File: src/rtl/rv32i_pkg.sv
// Shared RV32I load/store definitions: data width, funct3 width/sign codes
// and the LSU sequencing state encodings.
package rv32i_pkg;

    localparam int XLEN = 32;

    // funct3 encodings for loads and stores. Stores only use B/H/W.
    localparam logic [2:0] F3_B  = 3'b000;
    localparam logic [2:0] F3_H  = 3'b001;
    localparam logic [2:0] F3_W  = 3'b010;
    localparam logic [2:0] F3_BU = 3'b100;
    localparam logic [2:0] F3_HU = 3'b101;

    // LSU sequencing states
    localparam logic [1:0] ST_IDLE = 2'd0;
    localparam logic [1:0] ST_REQ  = 2'd1;
    localparam logic [1:0] ST_WAIT = 2'd2;
    localparam logic [1:0] ST_DONE = 2'd3;

endpackage

File: src/rtl/lsu_unit_if.sv
// Data-memory bus between the LSU (master) and the memory (slave):
// valid/ready request channel plus an rvalid read response.
interface lsu_unit_if;
    import rv32i_pkg::*;

    logic            mem_valid;
    logic            mem_ready;
    logic            mem_we;
    logic [XLEN-1:0] mem_addr;
    logic [3:0]      mem_be;
    logic [XLEN-1:0] mem_wdata;
    logic            mem_rvalid;
    logic [XLEN-1:0] mem_rdata;

    modport master (
        output mem_valid, mem_we, mem_addr, mem_be, mem_wdata,
        input  mem_ready, mem_rvalid, mem_rdata
    );

    modport slave (
        input  mem_valid, mem_we, mem_addr, mem_be, mem_wdata,
        output mem_ready, mem_rvalid, mem_rdata
    );

endinterface

File: src/rtl/lsu_align.sv
// Byte-lane steering for the LSU: store byte enables and replicated write
// data, and extraction plus sign/zero extension of the loaded value.
module lsu_align
    import rv32i_pkg::*;
(
    input  logic [2:0]      funct3,
    input  logic [1:0]      offset,
    input  logic [XLEN-1:0] store_data,
    input  logic [XLEN-1:0] rdata,
    output logic [3:0]      be,
    output logic [XLEN-1:0] wdata,
    output logic [XLEN-1:0] load_data
);

    logic [XLEN-1:0] shifted;

    // Lane enables and replicated store data; funct3[1:0] carries the width.
    always_comb begin
        be    = 4'b1111;
        wdata = store_data;
        case (funct3[1:0])
            2'b00: begin
                be    = 4'b0001 << offset;
                wdata = {4{store_data[7:0]}};
            end
            2'b01: begin
                be    = 4'b0011 << offset;
                wdata = {2{store_data[15:0]}};
            end
            default: begin
                be    = 4'b1111;
                wdata = store_data;
            end
        endcase
    end

    // Move the addressed byte/half down to bit 0, then extend per funct3.
    always_comb begin
        shifted   = rdata >> {offset, 3'b000};
        load_data = shifted;
        case (funct3)
            F3_B:    load_data = {{24{shifted[7]}}, shifted[7:0]};
            F3_BU:   load_data = {24'd0, shifted[7:0]};
            F3_H:    load_data = {{16{shifted[15]}}, shifted[15:0]};
            F3_HU:   load_data = {16'd0, shifted[15:0]};
            default: load_data = shifted;
        endcase
    end

endmodule

File: src/rtl/lsu_unit.sv
// RV32I load/store unit: accepts one memory op from execute, checks
// alignment/encoding, runs a single data-memory transaction and returns
// the extended load result to writeback.
//
// state | meaning
// IDLE  | ready for a new op (req_ready=1)
// REQ   | mem_valid held with stable address/data until mem_ready
// WAIT  | load issued, waiting for mem_rvalid
// DONE  | one-cycle completion pulse (done, err, writeback)
module lsu_unit
    import rv32i_pkg::*;
#(
    parameter int XLEN  = 32,
    parameter int REG_W = 5
) (
    input  logic             clk,
    input  logic             rst_n,
    input  logic             req_valid,
    output logic             req_ready,
    input  logic             is_store,
    input  logic [2:0]       funct3,
    input  logic [XLEN-1:0]  addr,
    input  logic [XLEN-1:0]  store_data,
    input  logic [REG_W-1:0] rd,
    lsu_unit_if.master       mem,
    output logic             done,
    output logic             wb_we,
    output logic [REG_W-1:0] wb_rd,
    output logic [XLEN-1:0]  wb_data,
    output logic             err
);

    logic [1:0]       state;
    logic             is_store_q;
    logic [2:0]       f3_q;
    logic [XLEN-1:0]  addr_q;
    logic [XLEN-1:0]  sd_q;
    logic [REG_W-1:0] rd_q;
    logic [XLEN-1:0]  rdata_q;
    logic             err_q;
    logic             legal;
    logic             in_req;
    logic             in_done;
    logic [3:0]       be;
    logic [XLEN-1:0]  wdata;
    logic [XLEN-1:0]  load_data;

    lsu_align u_align (
        .funct3     (f3_q),
        .offset     (addr_q[1:0]),
        .store_data (sd_q),
        .rdata      (rdata_q),
        .be         (be),
        .wdata      (wdata),
        .load_data  (load_data)
    );

    // Alignment and encoding check on the incoming request.
    always_comb begin
        legal = 1'b0;
        case (funct3)
            F3_B:    legal = 1'b1;
            F3_H:    legal = ~addr[0];
            F3_W:    legal = (addr[1:0] == 2'b00);
            F3_BU:   legal = ~is_store;
            F3_HU:   legal = ~is_store & ~addr[0];
            default: legal = 1'b0;
        endcase
    end

    // Sequencer and request/response registers.
    always_ff @(posedge clk or negedge rst_n) begin
        if (!rst_n) begin
            state      <= ST_IDLE;
            is_store_q <= 1'b0;
            f3_q       <= 3'b000;
            addr_q     <= '0;
            sd_q       <= '0;
            rd_q       <= '0;
            rdata_q    <= '0;
            err_q      <= 1'b0;
        end else begin
            case (state)
                ST_IDLE: begin
                    if (req_valid) begin
                        is_store_q <= is_store;
                        f3_q       <= funct3;
                        addr_q     <= addr;
                        sd_q       <= store_data;
                        rd_q       <= rd;
                        rdata_q    <= '0;
                        err_q      <= ~legal;
                        state      <= legal ? ST_REQ : ST_DONE;
                    end
                end
                ST_REQ: begin
                    if (mem.mem_ready) begin
                        state <= is_store_q ? ST_DONE : ST_WAIT;
                    end
                end
                ST_WAIT: begin
                    if (mem.mem_rvalid) begin
                        rdata_q <= mem.mem_rdata;
                        state   <= ST_DONE;
                    end
                end
                default: state <= ST_IDLE;
            endcase
        end
    end

    assign in_req  = (state == ST_REQ);
    assign in_done = (state == ST_DONE);

    // Bus outputs are forced to zero outside REQ so idle cycles are clean.
    always_comb begin
        mem.mem_valid = in_req;
        mem.mem_we    = in_req & is_store_q;
        mem.mem_addr  = in_req ? {addr_q[XLEN-1:2], 2'b00} : '0;
        mem.mem_be    = in_req ? be : 4'b0000;
        mem.mem_wdata = (in_req & is_store_q) ? wdata : '0;
    end

    // Completion and writeback; data only escapes for a legal load.
    always_comb begin
        req_ready = (state == ST_IDLE);
        done      = in_done;
        err       = in_done & err_q;
        wb_we     = in_done & ~is_store_q & ~err_q;
        wb_rd     = wb_we ? rd_q : '0;
        wb_data   = wb_we ? load_data : '0;
    end

endmodule

File: src/flat_wrapper.sv
// flat-port wrapper written by rule: the top's interface ports become plain ports
module lsu_unit_flat import rv32i_pkg::*;
#(
    parameter int XLEN  = 32,
    parameter int REG_W = 5
)
  (clk, rst_n, req_valid, req_ready, is_store, funct3, addr, store_data, rd, done, wb_we, wb_rd, wb_data, err, mem_mem_valid, mem_mem_we, mem_mem_addr, mem_mem_be, mem_mem_wdata, mem_mem_ready, mem_mem_rvalid, mem_mem_rdata);
  lsu_unit_if mem_i ();
  input  logic clk;
  input  logic rst_n;
  input  logic req_valid;
  output logic req_ready;
  input  logic is_store;
  input  logic [2:0] funct3;
  input  logic [XLEN-1:0] addr;
  input  logic [XLEN-1:0] store_data;
  input  logic [REG_W-1:0] rd;
  output logic done;
  output logic wb_we;
  output logic [REG_W-1:0] wb_rd;
  output logic [XLEN-1:0] wb_data;
  output logic err;
  output wire logic [$bits(mem_i.mem_valid)-1:0] mem_mem_valid;
  output wire logic [$bits(mem_i.mem_we)-1:0] mem_mem_we;
  output wire logic [$bits(mem_i.mem_addr)-1:0] mem_mem_addr;
  output wire logic [$bits(mem_i.mem_be)-1:0] mem_mem_be;
  output wire logic [$bits(mem_i.mem_wdata)-1:0] mem_mem_wdata;
  input wire logic [$bits(mem_i.mem_ready)-1:0] mem_mem_ready;
  input wire logic [$bits(mem_i.mem_rvalid)-1:0] mem_mem_rvalid;
  input wire logic [$bits(mem_i.mem_rdata)-1:0] mem_mem_rdata;
  assign mem_mem_valid = mem_i.mem_valid;
  assign mem_mem_we = mem_i.mem_we;
  assign mem_mem_addr = mem_i.mem_addr;
  assign mem_mem_be = mem_i.mem_be;
  assign mem_mem_wdata = mem_i.mem_wdata;
  assign mem_i.mem_ready = mem_mem_ready;
  assign mem_i.mem_rvalid = mem_mem_rvalid;
  assign mem_i.mem_rdata = mem_mem_rdata;
  lsu_unit #(.XLEN(XLEN), .REG_W(REG_W)) u_core (.clk(clk), .rst_n(rst_n), .req_valid(req_valid), .req_ready(req_ready), .is_store(is_store), .funct3(funct3), .addr(addr), .store_data(store_data), .rd(rd), .mem(mem_i), .done(done), .wb_we(wb_we), .wb_rd(wb_rd), .wb_data(wb_data), .err(err));
endmodule
File: config.mk
export PLATFORM = sky130hd
export DESIGN_NAME = lsu_unit_flat
export DESIGN_NICKNAME = d
export VERILOG_FILES = /design/src/rtl/rv32i_pkg.sv /design/src/rtl/lsu_unit_if.sv /design/src/rtl/lsu_align.sv /design/src/rtl/lsu_unit.sv /design/src/flat_wrapper.sv
export SDC_FILE = /design/constraint.sdc
export NUM_CORES = 1
export LEC_CHECK = 0
export CAP_MARGIN = 25
export CORE_MARGIN = 2
export CORE_UTILIZATION = 44
export DETAILED_ROUTE_END_ITERATION = 7
export GPL_ROUTABILITY_DRIVEN = 0
export GPL_TIMING_DRIVEN = 0
export PLACE_DENSITY = 0.84
export SYNTH_ARGS = -nofsm -noshare
export SYNTH_HDL_FRONTEND = slang
export SYNTH_SLANG_ARGS = --single-unit
File: constraint.sdc
create_clock -name clk -period 2.23 [get_ports clk]
set_input_delay 0.446 -clock clk [delete_from_list [all_inputs] [get_ports clk]]
set_output_delay 0.446 -clock clk [all_outputs]
set_load 0.05 [all_outputs]
==> results_dict.tcl, run 1 <==
# yosys + openroad results
set metrics [dict create \
    post_route_drc_violation_count 0 \
    layout.nets 876 \
    final_hold_viol_count 0 \
    synth-seq-cells 108 \
    warnings 32 \
    async_flop_share_pct 100 \
    area_leaders "dfrtp_1 47%, mux2_2 18%, mux2i_1 5.6%, a22o_1 4.9%, and2_1 4.0%" \
    report.final.setup_viol 57 \
    num_io_pins 221 \
    placement.io_buffers 218 \
    ys.warnings.count 0 \
    violated_checks "setup timing" \
    leakage_power_total_uw 0.00429 \
    core_area_sq_um 12700 \
    total_iterations_of_the_first_detailed_routing_run 5 \
    run_status "finished, violations left" \
    mostFrequentLayoutCell "clkdlybuf4s50_1" \
    layoutNonFillerInstCount 939 \
    rr_startpoint "u_core.state[0]" \
    comb-power_uw 10600 \
    ys_cells 499 \
    worst_setup_hold_path_clk_slew_ns 0.07 \
    mi_logic_area_sq_um 3610 \
    yosys.stat.seqShare_pct 47.3 \
    chip_area_sq_um 13900 \
    grt_antenna_before_repair 0 \
    startpoint_type "register" \
    comb_cells 342 \
    comb_power_share_pct 64.6 \
    netSwitchingPower_uw 7660 \
    syn_area_sq_um 5720 \
    detail_route.iter0.violations 390 \
    cp.arrival_ns 2.13 \
    wl_per_cell_um 23.1 \
    grt_start_max_net_pins 72 \
    yosys.area_share.adder_pct 0.876 \
    area_dominant_class "logic gates" \
    design.seq.count 108 \
    worst-r2r-cell-count 7 \
    sequential_cell_area_sq_um 2710 \
    initial_standard_cell_utilization_of_the_core_pct 45.1 \
    crit_path_start "u_core.state[1]" \
    worst_slack_ns -0.349 \
    nWellTaps 172 \
    enable_flop_cells 0 \
    seq_cell_power_uw 3870 \
    final_layout_top_logic_cells "108 x clkdlybuf4s50_1, 105 x dfrtp_1, 85 x mux2_2" \
    yosys-mux-area-fraction_pct 23.8 \
    top_regs "u_core.addr_q: 32 flops, u_core.rdata_q: 32 flops, u_core.sd_q: 32 flops" \
    grt_setup_unrepaired "true" \
    yosys_reported_design_area_after_synthesis_sq_um 5720 \
    insertion_delay_ns 0.36 \
    ctsHoldBuffers 0 \
    clk-power_uw 1900 \
    relSlewSlack_pct 54.3 \
    stdcell_area_sq_um 9990 \
    die_y_um 118 \
    worst_min_delay_path_category "in2async" \
]
-- run 1: critical path: stages (launching register included) --
cell and delay, ns:
dfrtp_1 0.43, ha_4 0.20, nand2_4 0.12, inv_4 0.14
o211ai_4 0.16, buf_8 0.22, o32ai_4 0.27, buf_6 0.21
-- run 1: layer usage --
metal / up-vias / wire, um / global-route usage (%) / share of wire, %
li1: 2329 / - / - / -
met1: 2786 / 8000 / 34.6 / 37
met2: 309 / 11200 / 49.2 / 52
met3: 64 / 1700 / 8.04 / 7.8
met4: 0 / 782 / 12.5 / 3.6
met5: - / 0 / 0 / 0
-- run 1: what timing repair did --
item,CTS,global route
endpoints found under the setup margin,117,104
resized,718,196
buffers inserted,19,13
cloned,0,4
pin swaps,10,20
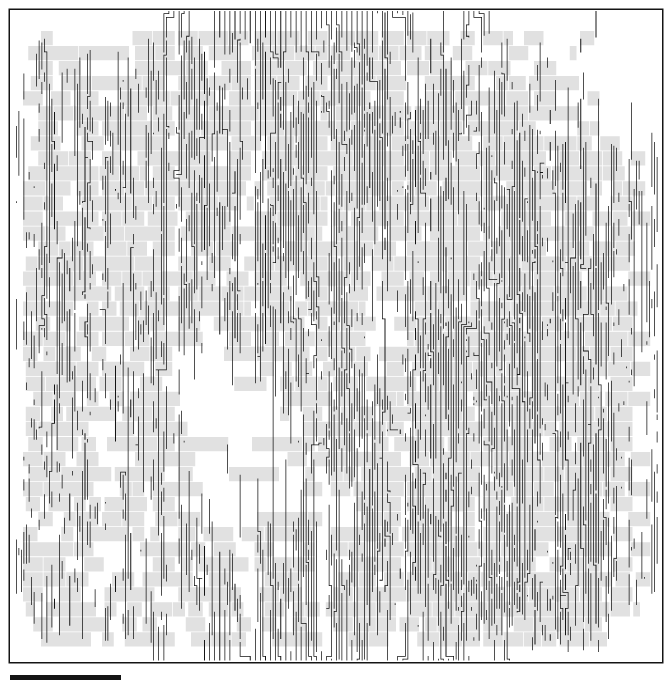
**Above:** run 1 (met2 routing).
Bar = 20 um.
The wires run mostly vertical. The longest straight run is 49.1 um. 818 nets have wire on it. The layer holds 52% of the routed length. The layer carries 11200 um of wire.
total number of vias: 5488
met2 layer usage reported by global route: 49.2%
DRT Wirelength: 21600 um

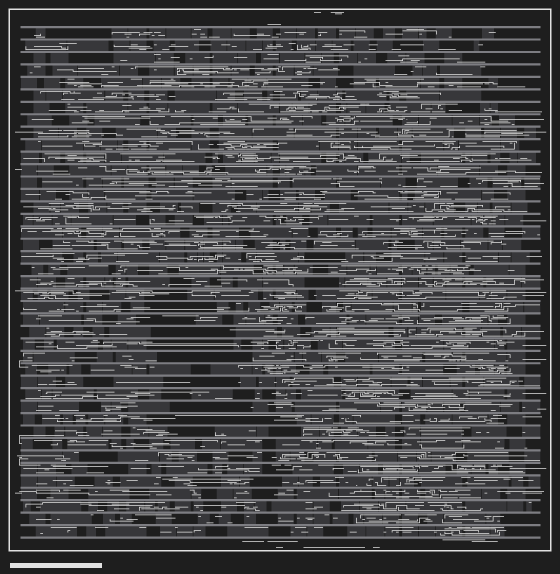
**Above:** run 1 (signal wires on met1).
Bar = 20 um. Supply wires on this layer in grey.
The layer carries 8000 um of wire. The wires run mostly horizontal. 757 nets have wire on it.
met1 track demand over resource: 34.6%

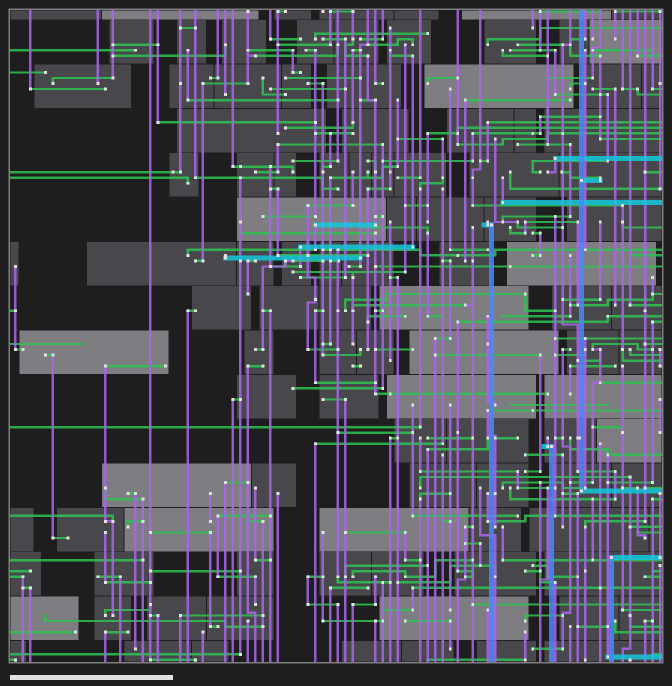
**Above:** run 1 (close-up of the layout).
Bar = 10 um. Window x 39 to 79, y 15 to 55 um. Cells in grey, sequential cells in the stronger grey; small squares are vias.
M1: shown in green. M3: shown in cyan. M4: shown in blue. M2: shown in purple.
83 logic cells have their middle in the window. Sequential cells in the window: 12. Most frequent: dfrtp_1 (12), a22o_1 (11). Netlist names of flops here include u_core.rdata_q (8), u_core.addr_q (3).

## Run 2: what changed since run 1
Settings changed: REMOVE_ABC_BUFFERS set to 1.
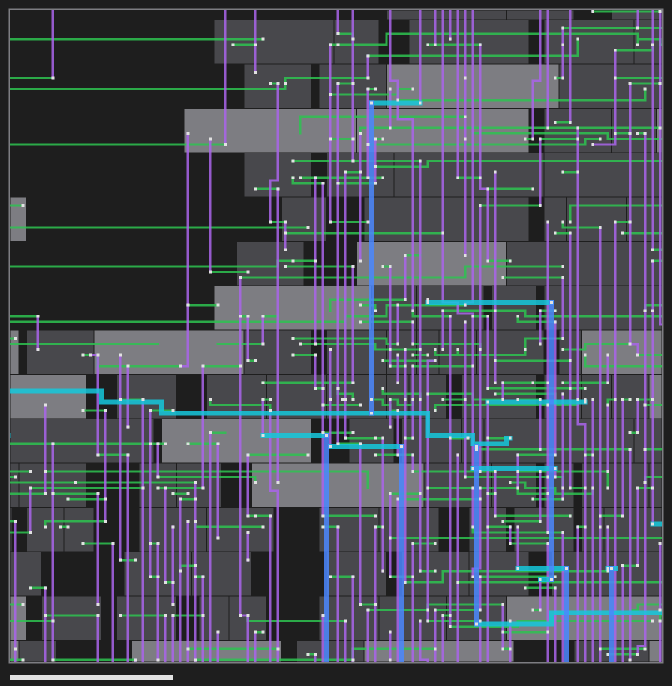
**Above:** run 2 (close-up of the layout).
Bar = 10 um. Window x 39 to 79, y 15 to 55 um. Cells in grey, sequential cells in the stronger grey; small squares are vias.
M3: shown in cyan. M1: shown in green. M4: shown in blue. M2: shown in purple.
90 logic cells have their middle in the window. Netlist names of flops here include u_core.addr_q (5), u_core.f3_q (2), u_core.state (2). Most frequent: clkdlybuf4s50_1 (16), mux2_2 (12), buf_4 (5). Sequential cells in the window: 11.

==> run 2 against run 1 <==
The flow still finishes with violations (setup timing). Synthesized area stayed put. Synthesized cell count stayed put. Cell count is 2.0% lower. Clock skew is 0.0036 ns lower. Critical path depth is 1 lower. Sequential cell count stayed put. Non-clock buffer count is 21 lower. First-iteration DRC count is 41% higher. Combinational power is 9% lower. Setup slack worse by 0.014 ns.
==> results_dict.tcl, run 2 <==
# yosys + openroad results
set metrics [dict create \
    post-cts-setup-buffers 31 \
    warnings 30 \
    synth-seq-cells 108 \
    netSwitchingPower_uw 7290 \
    syn_area_sq_um 5720 \
    yosys_reported_design_area_after_synthesis_sq_um 5720 \
    worst-r2r-cell-count 6 \
    cp_num_cells 6 \
    grt_start_max_net_pins 61 \
    cp.buffers_inverters 3 \
    ys.warnings.count 0 \
    enable_flop_cells 0 \
    detail_route.iter0.violations 550 \
    leakage_power_total_uw 0.00419 \
    mostFrequentLayoutCell "clkdlybuf4s50_1" \
    report.final.setup_viol 36 \
    num_io_pins 221 \
    die_y_um 118 \
    wl_per_cell_um 23.3 \
    total_iterations_of_the_first_detailed_routing_run 7 \
    run_status "finished, violations left" \
    ys_cells 499 \
    grtUsageMet1_pct 30.9 \
    crit_slowest_cell "mux4_2" \
    design.seq.count 108 \
    violated_checks "setup timing" \
    worst_min_delay_path_category "in2async" \
    grt_antenna_before_repair 0 \
    startpoint_type "register" \
    post_route_drc_violation_count 0 \
    gr-usage-met2_pct 48.1 \
    path_delay_family "multiplexers" \
    sequential_cell_area_sq_um 2720 \
    worst_slack_ns -0.363 \
    comb_power_share_pct 62.3 \
    crit_path_start "u_core.addr_q[1]" \
    vias 5382 \
]
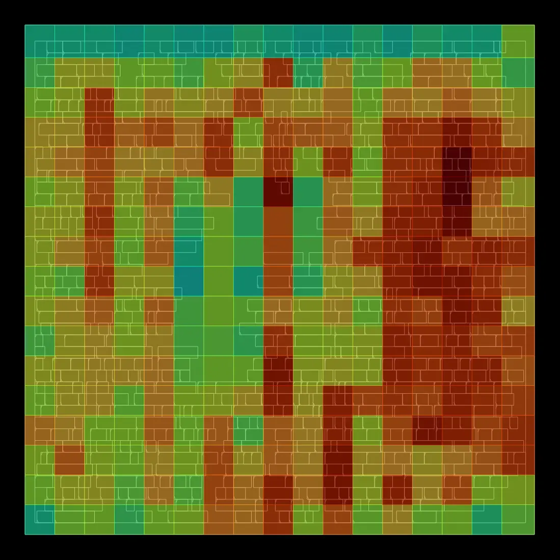
**Above:** run 2 (routing congestion).
overall global routing resource usage: 27.6%
Util after Layout: 75.2%

[run 2: cell types whose count changed in the layout (fill, tap and decap cells not counted), moves of 6 or more]
cell | previous run | this run
and3_4 | 6 | 0
buf_2 | 11 | 31
o31ai_4 | 8 | 2
buf_8 | 20 | 9
nor2_2 | 6 | 16
buf_6 | 78 | 56
clkbuf_2 | 6 | 0
and3_1 | 2 | 8
nand2_1 | 18 | 12
nor2_4 | 21 | 8
[run 2: cell families (layout without fill, tap and decap cells)]
kind of cell,after synthesis,count (layout),synth area share (%)
AND-OR/OR-AND,84,85,11.8
adder cells (fa/ha/maj),4,4,0.876
buffers and inverters,50,297,4.42
flip-flops,108,108,47.3
multiplexers,123,123,23.8
other,1,2,0.0656
AND/OR/NAND/NOR,129,129,11.8
## Run 3: what changed since run 2
Settings changed: ABC_CLOCK_PERIOD_IN_PS set to 2230.
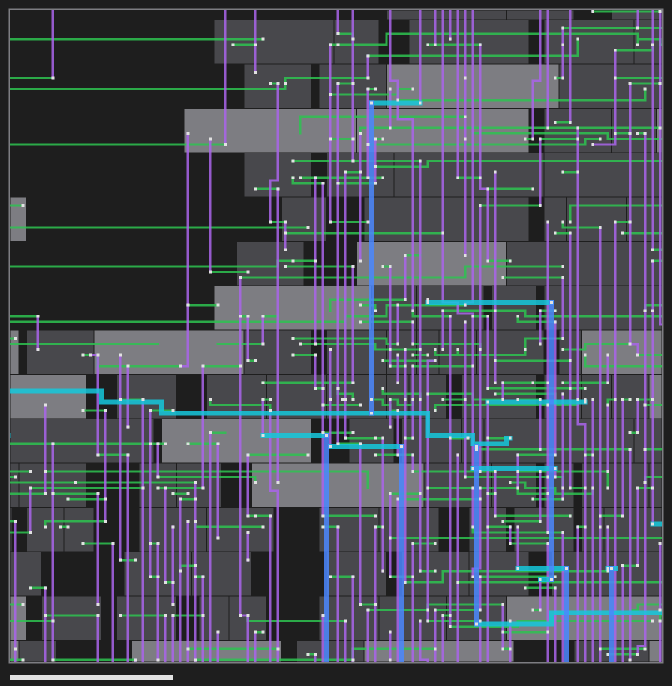
**Above:** run 3 (close-up of the layout).
Bar = 10 um. Window x 39 to 79, y 15 to 55 um. Cells in grey, sequential cells in the stronger grey; small squares are vias.
M1: shown in green. M4: shown in blue. M3: shown in cyan. M2: shown in purple.
Sequential cells in the window: 11. Most frequent: clkdlybuf4s50_1 (16), mux2_2 (12), buf_4 (5). 90 logic cells have their middle in the window. Netlist names of flops here include u_core.addr_q (5), u_core.f3_q (2), u_core.state (2).

==> run 3 against run 2 <==
The run still ends with setup timing left. Clock power hardly changed. Sequential power hardly changed. Final area stayed put. First-iteration DRC count stayed put.
==> results_dict.tcl, run 3 <==
# yosys + openroad results
set metrics [dict create \
    run_status "finished, violations left" \
    violated_checks "setup timing" \
    num_io_pins 221 \
    cts_htree_levels 3 \
    layout.nets 857 \
    initial_standard_cell_utilization_of_the_core_pct 45.1 \
    cap_viol_max_count 0 \
    ys_cells 499 \
    netSwitchingPower_uw 7290 \
    sequential_cell_area_sq_um 2720 \
    setup_tns_ns -8.74 \
    async_flop_share_pct 100 \
    minimum_clock_period_after_layout_ns 2.59 \
    path_delay_family "multiplexers" \
    worst-r2r-cell-count 6 \
    top_signal_layer_used "met4" \
    maxClockFrequency_mhz 386 \
    grt_start_max_net_pins 61 \
    ys.warnings.count 0 \
    final_util_pct 75.2 \
    tritoncts.num_buffers 9 \
    met1_length_um 7670 \
    detailroute.wirelength.met2_um 11200 \
    startpoint_type "register" \
    grt_antenna_before_repair 0 \
    tritoncts "yes" \
    layout_worst_path_cycle_share_pct 116 \
    grt_setup_unrepaired "true" \
    worst-endpoint-required_ns 1.78 \
    worst_slack_ns -0.363 \
    syn_area_sq_um 5720 \
    report.final.setup_viol 36 \
    die_y_um 118 \
    wl_per_cell_um 23.3 \
    crit_slowest_cell "mux4_2" \
    timing.critical_path.mode_cell "buf_12" \
    nWellTaps 172 \
    cp_num_cells 6 \
    crit_path_start "u_core.addr_q[1]" \
    cp.buffers_inverters 3 \
    final_hold_viol_count 0 \
    total_iterations_of_the_first_detailed_routing_run 7 \
    worst_min_delay_path_category "in2async" \
    power.density_cell_area_nw_per_um2 1630 \
    regToRegEndpoint "u_core.rdata_q[9]" \
    crit_path_end_kind "output pin" \
    synth-seq-cells 108 \
    post_route_drc_violation_count 0 \
    cp.arrival_ns 2.15 \
    rr_startpoint "u_core.state[0]" \
    vias 5382 \
    enable_flop_cells 0 \
    clock_path_buffers 2 \
    mostFrequentLayoutCell "clkdlybuf4s50_1" \
    yosys_reported_design_area_after_synthesis_sq_um 5720 \
    internal_power_uw 8220 \
    seq_cell_power_uw 3980 \
    detail_route.iter0.violations 550 \
    grt_overflow_total 0 \
    design.seq.count 108 \
    drt-vias-per-instance 5.85 \
    leakage_power_total_uw 0.00419 \
    grt_usage_pct 27.6 \
    warnings 30 \
    comb_power_share_pct 62.3 \
    n_clock_buffer 10 \
    ctsHoldBuffers 0 \
    dominant_power_group "combinational cells" \
]
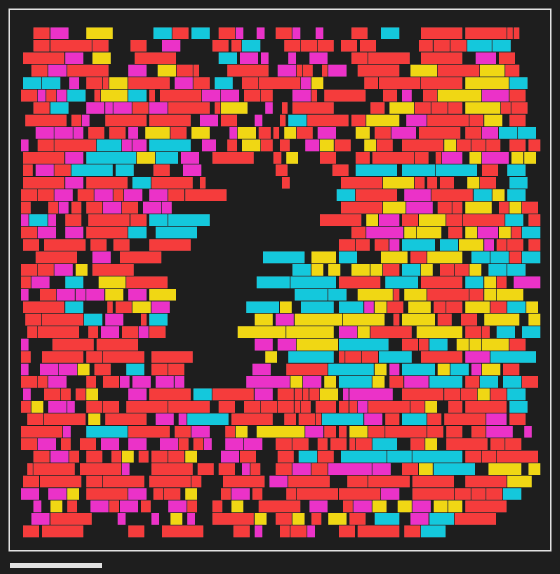
**Above:** run 3 (drive-strength map).
Bar = 20 um.
x3 and x4: shown in yellow, cells 116, share 16%. x1 and smaller: shown in red, cells 377, share 50%. x2: shown in magenta, cells 159, share 21%. x6 and larger: shown in cyan, cells 96, share 13%.

## run 3: cell counts after synthesis
No cell type changed its count.
## run 3: kinds of logic after synthesis
kind of cell | Yosys count | synth area share (%)
AND-OR/OR-AND | 84 | 11.8
adder cells (fa/ha/maj) | 4 | 0.876
other | 1 | 0.0656
multiplexers | 123 | 23.8
AND/OR/NAND/NOR | 129 | 11.8
flip-flops | 108 | 47.3
buffers and inverters | 50 | 4.42
## run 3: timing repair
action                     in CTS  in global routing
pin swaps                      14                 29
buffers inserted               31                 16
resized                       670                205
setup endpoints to repair     141                 98
gates cloned                    3                  3
## run 3: metal layers
layer / track usage (%) / up-vias
met5: 0 / -
met4: 9.56 / 0
met3: 10.3 / 78
met2: 48.1 / 320
met1: 30.9 / 2685
li1: - / 2299
Power and IR drop assume default switching activity.
